**config.mk**
```make
export PLATFORM = sky130hd
export DESIGN_NAME = game_round_controller
export DESIGN_NICKNAME = d
export VERILOG_FILES = /design/src/rtl/game_round_controller.sv
export SDC_FILE = /design/constraint.sdc
export NUM_CORES = 1
export LEC_CHECK = 0
export ABC_AREA = 1
export CORE_MARGIN = 1.5
export CORE_UTILIZATION = 55
export CTS_CLUSTER_SIZE = 25
export DETAILED_ROUTE_END_ITERATION = 10
export HOLD_SLACK_MARGIN = 0.06
export PLACE_DENSITY = 0.82
export SYNTH_ARGS = -nofsm -noshare
export SYNTH_HDL_FRONTEND = slang
export SYNTH_SLANG_ARGS = --single-unit
```
**constraint.sdc**
```tcl
create_clock -name clk -period 1.79 [get_ports clk]
set_clock_uncertainty 0.05 [all_clocks]
set_input_delay 0.358 -clock clk [delete_from_list [all_inputs] [get_ports clk]]
set_output_delay 0.358 -clock clk [all_outputs]
set_load 0.01 [all_outputs]
```
**src/rtl/game_round_controller.sv**
```systemverilog
// game_round_controller: round sequencer for the binary counting game (LFSR target, round timer, score).
// Latency: a button press acts on the first clock edge that samples it high; every output is registered.
// Backpressure: none; buttons are edge-detected, and edges the current state does not use are dropped.
// Option GAME_RETRY_EN: a wrong submit only pulses result_bad for one cycle and the round keeps running.
module game_round_controller #(
  parameter int TICK_DIV        = 1000,
  parameter int ROUND_TICKS     = 30,
  parameter int ROUNDS          = 8,
  parameter int FEEDBACK_CYCLES = 500
) (
  input  logic       clk,
  input  logic       rst_n,
  input  logic       start,
  input  logic       submit,
  input  logic [7:0] guess,
  output logic [7:0] target,
  output logic [3:0] score,
  output logic [3:0] round,
  output logic [7:0] time_left,
  output logic [1:0] state,
  output logic       result_ok,
  output logic       result_bad
);

  // Prescaler holds 0..TICK_DIV-1; feedback counter holds 0..FEEDBACK_CYCLES-1.
  localparam int PS_W = (TICK_DIV > 1) ? $clog2(TICK_DIV) : 1;
  localparam int FB_W = (FEEDBACK_CYCLES > 1) ? $clog2(FEEDBACK_CYCLES) : 1;

  typedef enum logic [1:0] {
    ST_IDLE     = 2'b00,
    ST_PLAY     = 2'b01,
    ST_FEEDBACK = 2'b10,
    ST_DONE     = 2'b11
  } state_e;

  state_e          state_q, state_nxt;
  logic [7:0]      lfsr_q;
  logic            start_q, submit_q;
  logic            start_edge, submit_edge;
  logic [PS_W-1:0] presc_q, presc_d;
  logic [FB_W-1:0] fb_cnt_q, fb_cnt_d;
  logic [7:0]      target_q, target_d;
  logic [7:0]      time_left_q, time_left_d;
  logic [3:0]      score_q, score_d;
  logic [3:0]      round_q, round_d;
  logic            ok_q, ok_d;
  logic            bad_q, bad_d;
  logic            tick_wrap, timeout, guess_hit, guess_miss, miss_ends;
  logic            fb_done, last_round;

  assign start_edge  = start & ~start_q;
  assign submit_edge = submit & ~submit_q;

  assign tick_wrap   = (presc_q == PS_W'(TICK_DIV - 1));
  assign timeout     = tick_wrap && (time_left_q == 8'd1);
  assign guess_hit   = submit_edge && (guess == target_q);
  assign guess_miss  = submit_edge && (guess != target_q);
  assign fb_done     = (fb_cnt_q == FB_W'(FEEDBACK_CYCLES - 1));
  assign last_round  = (round_q == 4'(ROUNDS));

`ifdef GAME_RETRY_EN
  // A wrong answer is only flagged; the player may try again until the timer runs out.
  assign miss_ends = 1'b0;
`else
  assign miss_ends = guess_miss;
`endif

  // Free-running Fibonacci LFSR and button edge registers.
  always_ff @(posedge clk or negedge rst_n) begin
    if (!rst_n) begin
      lfsr_q   <= 8'hA5;
      start_q  <= 1'b0;
      submit_q <= 1'b0;
    end else begin
      lfsr_q   <= {lfsr_q[6:0], lfsr_q[7] ^ lfsr_q[5] ^ lfsr_q[4] ^ lfsr_q[3]};
      start_q  <= start;
      submit_q <= submit;
    end
  end

  // State register.
  always_ff @(posedge clk or negedge rst_n) begin
    if (!rst_n) begin
      state_q <= ST_IDLE;
    end else begin
      state_q <= state_nxt;
    end
  end

  // Next-state decision; a submit result takes priority over a same-cycle timeout.
  always_comb begin
    state_nxt = state_q;
    case (state_q)
      ST_IDLE, ST_DONE: begin
        if (start_edge) state_nxt = ST_PLAY;
      end
      ST_PLAY: begin
        if (guess_hit || miss_ends || timeout) state_nxt = ST_FEEDBACK;
      end
      ST_FEEDBACK: begin
        if (fb_done) state_nxt = last_round ? ST_DONE : ST_PLAY;
      end
      default: state_nxt = ST_IDLE;
    endcase
  end

  // Next values of the round datapath and result flags.
  always_comb begin
    presc_d     = presc_q;
    fb_cnt_d    = fb_cnt_q;
    target_d    = target_q;
    time_left_d = time_left_q;
    score_d     = score_q;
    round_d     = round_q;
    ok_d        = ok_q;
    bad_d       = bad_q;
    case (state_q)
      ST_IDLE, ST_DONE: begin
        if (start_edge) begin
          score_d     = 4'd0;
          round_d     = 4'd1;
          target_d    = lfsr_q;
          time_left_d = 8'(ROUND_TICKS);
          presc_d     = '0;
          fb_cnt_d    = '0;
          ok_d        = 1'b0;
          bad_d       = 1'b0;
        end
      end
      ST_PLAY: begin
        ok_d     = 1'b0;
        bad_d    = 1'b0;
        fb_cnt_d = '0;
        if (tick_wrap) begin
          presc_d     = '0;
          time_left_d = time_left_q - 8'd1;
        end else begin
          presc_d = presc_q + 1'b1;
        end
        if (guess_hit) begin
          ok_d    = 1'b1;
          score_d = (score_q == 4'hF) ? score_q : score_q + 4'd1;
        end else if (guess_miss || timeout) begin
          bad_d = 1'b1;
        end
      end
      ST_FEEDBACK: begin
        if (fb_done) begin
          fb_cnt_d = '0;
          if (!last_round) begin
            round_d     = round_q + 4'd1;
            target_d    = lfsr_q;
            time_left_d = 8'(ROUND_TICKS);
            presc_d     = '0;
            ok_d        = 1'b0;
            bad_d       = 1'b0;
          end
        end else begin
          fb_cnt_d = fb_cnt_q + 1'b1;
        end
      end
      default: begin
        ok_d  = 1'b0;
        bad_d = 1'b0;
      end
    endcase
  end

  // Datapath and output registers.
  always_ff @(posedge clk or negedge rst_n) begin
    if (!rst_n) begin
      presc_q     <= '0;
      fb_cnt_q    <= '0;
      target_q    <= 8'd0;
      time_left_q <= 8'd0;
      score_q     <= 4'd0;
      round_q     <= 4'd0;
      ok_q        <= 1'b0;
      bad_q       <= 1'b0;
    end else begin
      presc_q     <= presc_d;
      fb_cnt_q    <= fb_cnt_d;
      target_q    <= target_d;
      time_left_q <= time_left_d;
      score_q     <= score_d;
      round_q     <= round_d;
      ok_q        <= ok_d;
      bad_q       <= bad_d;
    end
  end

  assign target     = target_q;
  assign score      = score_q;
  assign round      = round_q;
  assign time_left  = time_left_q;
  assign state      = state_q;
  assign result_ok  = ok_q;
  assign result_bad = bad_q;

endmodule

```
==> deck_impl_summary.md <==
Synthesis and Place & Route Summary

Finish
  • Share of layout cells above drive strength 1: 15.4%
  • Fin area: 0.00395 mm2
  • Clock buf/inv share: 4.94%
  • Largest cell class by area: flip-flops and latches
  • Area Growth Syn to Fin: 27.8%
  • Fillers: 417
  • Comb area: 0.00142 mm2
  • Final std cells w/o fill: 533
  • Area taken by flip-flops and latches: 0.00144 mm2
  • Non-CTS inverters: 53
  • Bufs w/o clock: around 64
  • Mi-comb count: 271
  • Antenna diodes: 0
  • # clk buffers: 10

Yosys
  • EDFF count, synth: 0
  • Syn Area/Cell: 7.96 um2
  • Yosys top cell area share: 42.9%
  • Unique cell types: 34
  • Synth Area in Adders: 4.05%
  • Cells after synthesis: 388
  • # Cells Yosys: ~390
  • Synth top cell by count: nand2_1
  • Ys flops: 57
  • Dominant comb cell: simple AND/OR/NAND/NOR gates
  • Ao+oa area frac: 8.06%
  • Yosys synthesis chip area: 0.00309 mm2
  • Yosys simple share: between 20 and 30%
  • Synth warn: 0
  • Post-synth seq share: 46.3%
  • Yosys top cell by area: dfrtp_1

Power
  • Peak supply drop: 1.09 mV
  • Leakage: slightly below 2 nW

Die
  • Chip height: slightly below 80 um
  • Die X: 77.9 um
  • Core area: 0.00547 mm2
  • Pre-Place Util: 56.4%
  • # rows: 27

Run
  • Max Cap Violations: 0
  • OpenROAD warning count: 30

Setup path
  • Crit path arrival time: about 1400 ps
  • CP max FO: 4
  • Critical setup path kind: reg -> out
  • Worst path buffer plus inverter count: 1
  • Top delay family on crit path: buffers and inverters
  • Worst path cell trace: clkdlybuf4s50_1
  • Crit path largest cell delay: about 570 ps
  • Critical Path RT: about 1400 ps

Place
  • Place WS: -91.8 ps
  • PortBufs: 39

Final timing
  • Worst Tran Pin Value: just under 400 ps
  • Final setup fails: 0
  • Setup WS post-layout: 36.7 ps
  • Setup_tns: 0 ps

Status
  • Status: finished, final reports clean

Global routing
  • Met2 global-route usage: about two fifths
  • GR Util met3: 6.12%
  • Pin count of the biggest net entering global routing: 58

Route
  • Drt drc: 0
  • Routed WL: 6930 um
  • Via count: 2713
  • Avg WL per Cell: 13.0 um

CTS
  • Root buf cell: clkbuf_8
  • Total CTS buffers: 9
  • CTS tree: built
  • Worst-path clk slew: ~70 ps
where the power goes:
group	total [mW]	internal (mW)	switching (mW)
sequential	1.66	1.48	0.184
combinational	2.64	1.15	1.49
clock	1.21	0.670	0.537
state kept, by name, summed over array words and instances, names as in the netlist, 2 cells and up:
signal	cells
fb_cnt_q	9
lfsr_q	8
presc_q	10
round	4
score	4
state	2
target	8
time_left	8
cells in the final DEF (no fill, tap or decap), drive strengths merged:
master and instances:
dfrtp 53, a21o 1, buf 25, inv 52, dlygate4sd3 1, a21oi 9
clkinvlp 1, clkdlybuf4s50 36, nor2 39, o31ai 1, clkinv 5, and3 1
nand3 28, nand2 121, dlymetal6s2s 2, nand3b 3, nor3 3, dfstp 4
ha 10, nor3b 2, bufinv 1, a31oi 3, o21ai 27, nand4 6
clkbuf 10, o21bai 1, xnor2 6, xor2 9, or2 1
path summary, 6_finish.rpt:
kind                       startpoint   endpoint  slack (ps)  depth (start not counted)
setup / recovery             score[1]   score[1]          40                          1
hold / removal              lfsr_q[6]  lfsr_q[7]         350                          0
setup reg to reg             state[1]   score[1]         100                          7
hold reg to reg             lfsr_q[6]  lfsr_q[7]         350                          0
max in group asynchronous       rst_n  lfsr_q[2]         880                          3
min in group asynchronous       rst_n   round[0]         490                          3
metrics by stage:
step	utilization (%)	total power [mW]	hold slack, ps
after floorplan	-	3.21	12.4
after global placement	67.7	4.16	311
after detailed placement	67.7	4.24	325
after CTS	71.4	5.46	342
after global routing	72.2	5.88	344
final	72.2	5.51	345
repair_timing:
item | in CTS | in global routing
hold endpoints to repair | 53 | 0
hold buffers | 1 | 0
resized | 0 | 11
setup endpoints to repair | 0 | 17
buffers inserted | 0 | 1
metal layers:
metal	vias to the layer above	wire, um
met5	-	0
met3	14	255
met2	55	3490
met1	1288	3060
li1	1356	-
met4	0	127
metal_density.png
Bar = 20 um. The die is cut into 16 by 16 equal tiles; dark purple is low, yellow is high, scaled to the fullest tile. Values are wire area over tile area, all layers added.
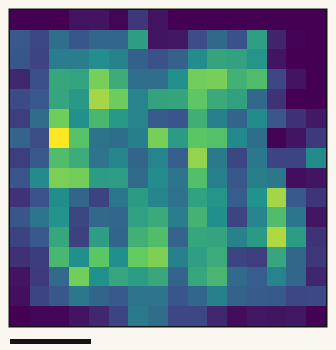
nearly empty tiles	9.4%
fullest tile	0.50
mean over tiles	0.18
tiles over half the peak	28%
emptiest ninth of the die	north-east

sizes.png
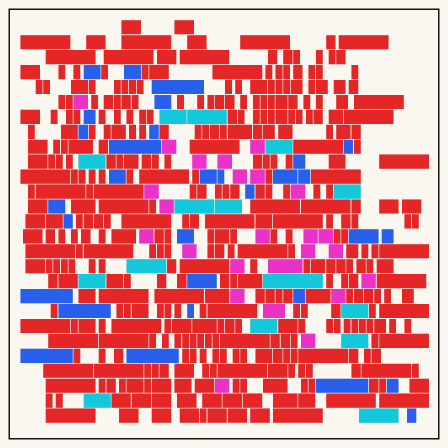
colour	size	cells	share	most used
cyan	_6 and larger	15	3.3%	clkbuf_8
red	_0 and _1 cells	390	85%	nand2_1
blue	_2 cells	31	6.7%	o21ai_2
magenta	_3 and _4 cells	25	5.4%	buf_4

Power and IR drop assume default switching activity.
